==> config.mk <==
export PLATFORM = sky130hd
export DESIGN_NAME = regfile_write_arbiter_flat
export DESIGN_NICKNAME = d
export VERILOG_FILES = /design/src/rtl/regfile_write_arbiter_if.sv /design/src/rtl/regfile_write_arbiter.sv /design/src/flat_wrapper.sv
export SDC_FILE = /design/constraint.sdc
export NUM_CORES = 1
export LEC_CHECK = 0
export ABC_AREA = 1
export ABC_CLOCK_PERIOD_IN_PS = 1700
export CORE_MARGIN = 4
export CORE_UTILIZATION = 48
export CTS_BUF_LIST = sky130_fd_sc_hd__clkbuf_4 sky130_fd_sc_hd__clkbuf_8
export DETAILED_ROUTE_END_ITERATION = 8
export GPL_TIMING_DRIVEN = 1
export HOLD_SLACK_MARGIN = 0.15
export PLACE_DENSITY_LB_ADDON = 0.1
export SETUP_SLACK_MARGIN = 0.5
export SLEW_MARGIN = 10
export SYNTH_ARGS = -nofsm -noshare
export SYNTH_HDL_FRONTEND = slang
export SYNTH_SLANG_ARGS = --single-unit
==> constraint.sdc <==
create_clock -name clk -period 1.7 [get_ports clk]
set_input_delay 0.255 -clock clk [delete_from_list [all_inputs] [get_ports clk]]
set_output_delay 0.255 -clock clk [all_outputs]
set_load 0.005 [all_outputs]
Fig. 1: clock wires, drivers and flops
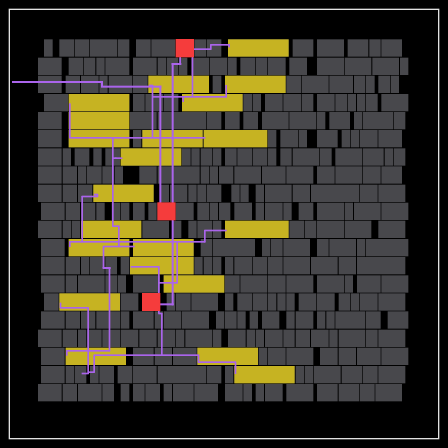
flip-flops: marked yellow, count 21. cells driving clock nets: marked red, count 3. clock wires: marked purple, length 304 µm.
There are 4 routed clock nets.
Final Skew: 0.00244 ns
clk ins delay skew pair: 0.32 ns
Clock Power Share: 0.163

Fig. 2: logic cells by family
Scale bar: 20 µm.
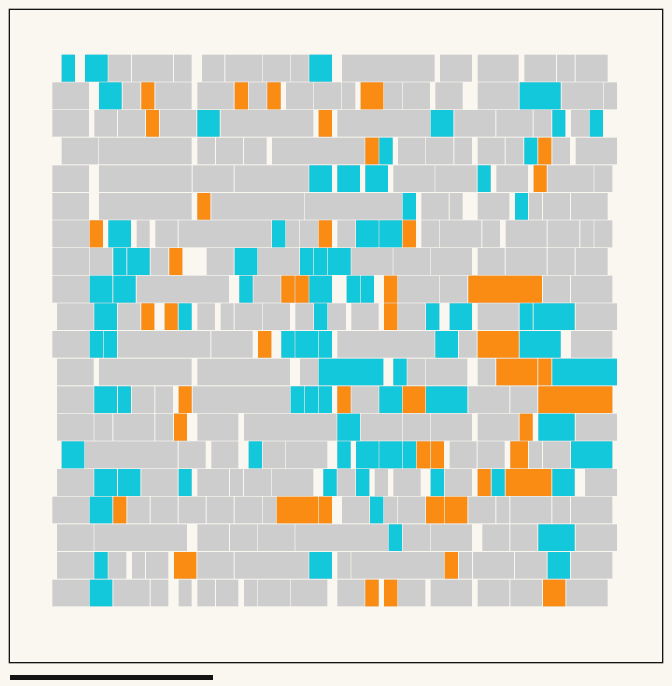
NAND gates: marked cyan, cells 82. NOR gates: marked orange, cells 46.
Final Non-Filler Cells: 390
Comb/total area: 0.337

Fig. 3: routing congestion
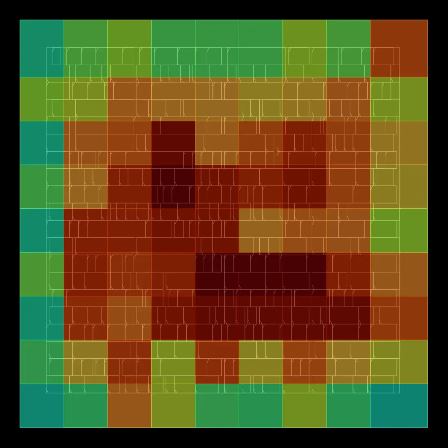
global-route layer with the greatest usage: met2
final core occ: 0.952
WL/cell: 19.5 µm
met1 Use GR: 0.265

==> out/qor.csv <==
stage;metric;value;unit
outcome;status;complete, but fails checks;
outcome;violations;negative setup slack;
synth;topCellsByArea;dfrtp_1, nand2_1, nor2_1;
pwr;ir_drop;0.535;mV
clocking;cts.htree.levels;1;
global_routing;overflow;0;
global_routing;grt.total_usage;0.261;
drt;drtIter0Drc;310;
hold_path;holdPathStages;3;
final_timing;setup-tns-final;-0.213;ns
drt;vias;2354;
clocking;cts_root_buffer;clkbuf_4;
placed_design;place_congestion;0.895;
final_timing;report.final.hold_viol_count;0;
die;core_area;3030;µm²
pwr;power.density;568;nW/µm²
final_layout;area_growth;90.1;%
final_timing;setup_slack;-0.162;ns
critical_path;cp.arrival;1.61;ns
clocking;cts_buffers;3;
pwr;leakage;1.39;nW
critical_path;startpoint_type;register;
synth;yosysTopAreaCellShare;0.330;
final_timing;setup_viol;2;
final_timing;fin_crit_sh;1.10;
flow_run;openroad.warnings;28;
synth;yosys_cells;218;
-- metrics by stage --
step | std cells | setup WS [ns] | hold WS [ns] | instance area, µm² | util
after floorplan | 218 | 0.510 | 0.0653 | 1530 | -
after global placement | 346 | -0.382 | 0.527 | 2380 | 0.785
after detailed placement | 346 | -0.416 | 0.540 | 2380 | 0.785
after CTS | 376 | 0.0195 | 0.477 | 2670 | 0.881
after global routing | 390 | -0.214 | 0.493 | 2880 | 0.952
final | 390 | -0.162 | 0.495 | 2880 | 0.952
-- cells in the final DEF (no fill, tap or decap), drive strengths merged, types with 2 or more instances in the layout --
cell,instances
a21oi,15
a31oi,11
buf,84
clkbuf,14
clkdlybuf4s50,29
clkinv,2
dfrtp,20
dlygate4sd2,7
inv,21
nand2,69
nand3,4
nand4,9
nor2,43
nor3,2
o211ai,2
o21ai,8
-- layer usage --
metal | vias up | wire, µm
met4 | 0 | 552
li1 | 973 | -
met2 | 236 | 3750
met5 | - | 0
met3 | 76 | 820
met1 | 1069 | 2480
-- kinds of logic after synthesis --
group                  after synthesis  share of synthesized area
and+or+nand+nor                    128                      0.409
AOI/OAI and AO/OA                   39                      0.145
DFF                                 21                      0.347
buffers and inverters               30                     0.0982
-- layout make-up --
class / count / area (µm²) / share of cell area
Timing Repair Buffer: 132 / 1210 / 0.419
Multi-Input combinational cell: 167 / 971 / 0.337
Sequential cell: 21 / 529 / 0.184
Inverter: 22 / 91.3 / 0.0317
Tap cell: 44 / 55.1 / 0.0191
Clock buffer: 3 / 22.5 / 0.00781
Clock inverter: 1 / 5.00 / 0.00174
-- repair_timing --
| action | CTS | global route |
|---|---|---|
| hold buffers | 1 | 0 |
| endpoints found under the hold margin | 20 | 0 |
| gates resized | 111 | 71 |
| buffers inserted | 24 | 14 |
| endpoints found under the setup margin | 43 | 44 |
| cloned | 1 | 0 |
| pin swaps | 12 | 10 |
-- critical path: cells and delay by family, from the launching register on --
kind                   cells  cell delay, ns
buffers and inverters      2            0.23
AND/OR/NAND/NOR            2            0.11
AND-OR/OR-AND              3            0.50
flip-flops                 1            0.45
-- where the power goes --
group	leakage, nW	total (mW)	switching, mW	internal [mW]
clock	0.0177	0.266	0.178	0.0884
sequential	0.252	0.598	0.0433	0.554
combinational	1.12	0.773	0.379	0.394
No activity file was given, so power comes from the tool's default toggle rates.
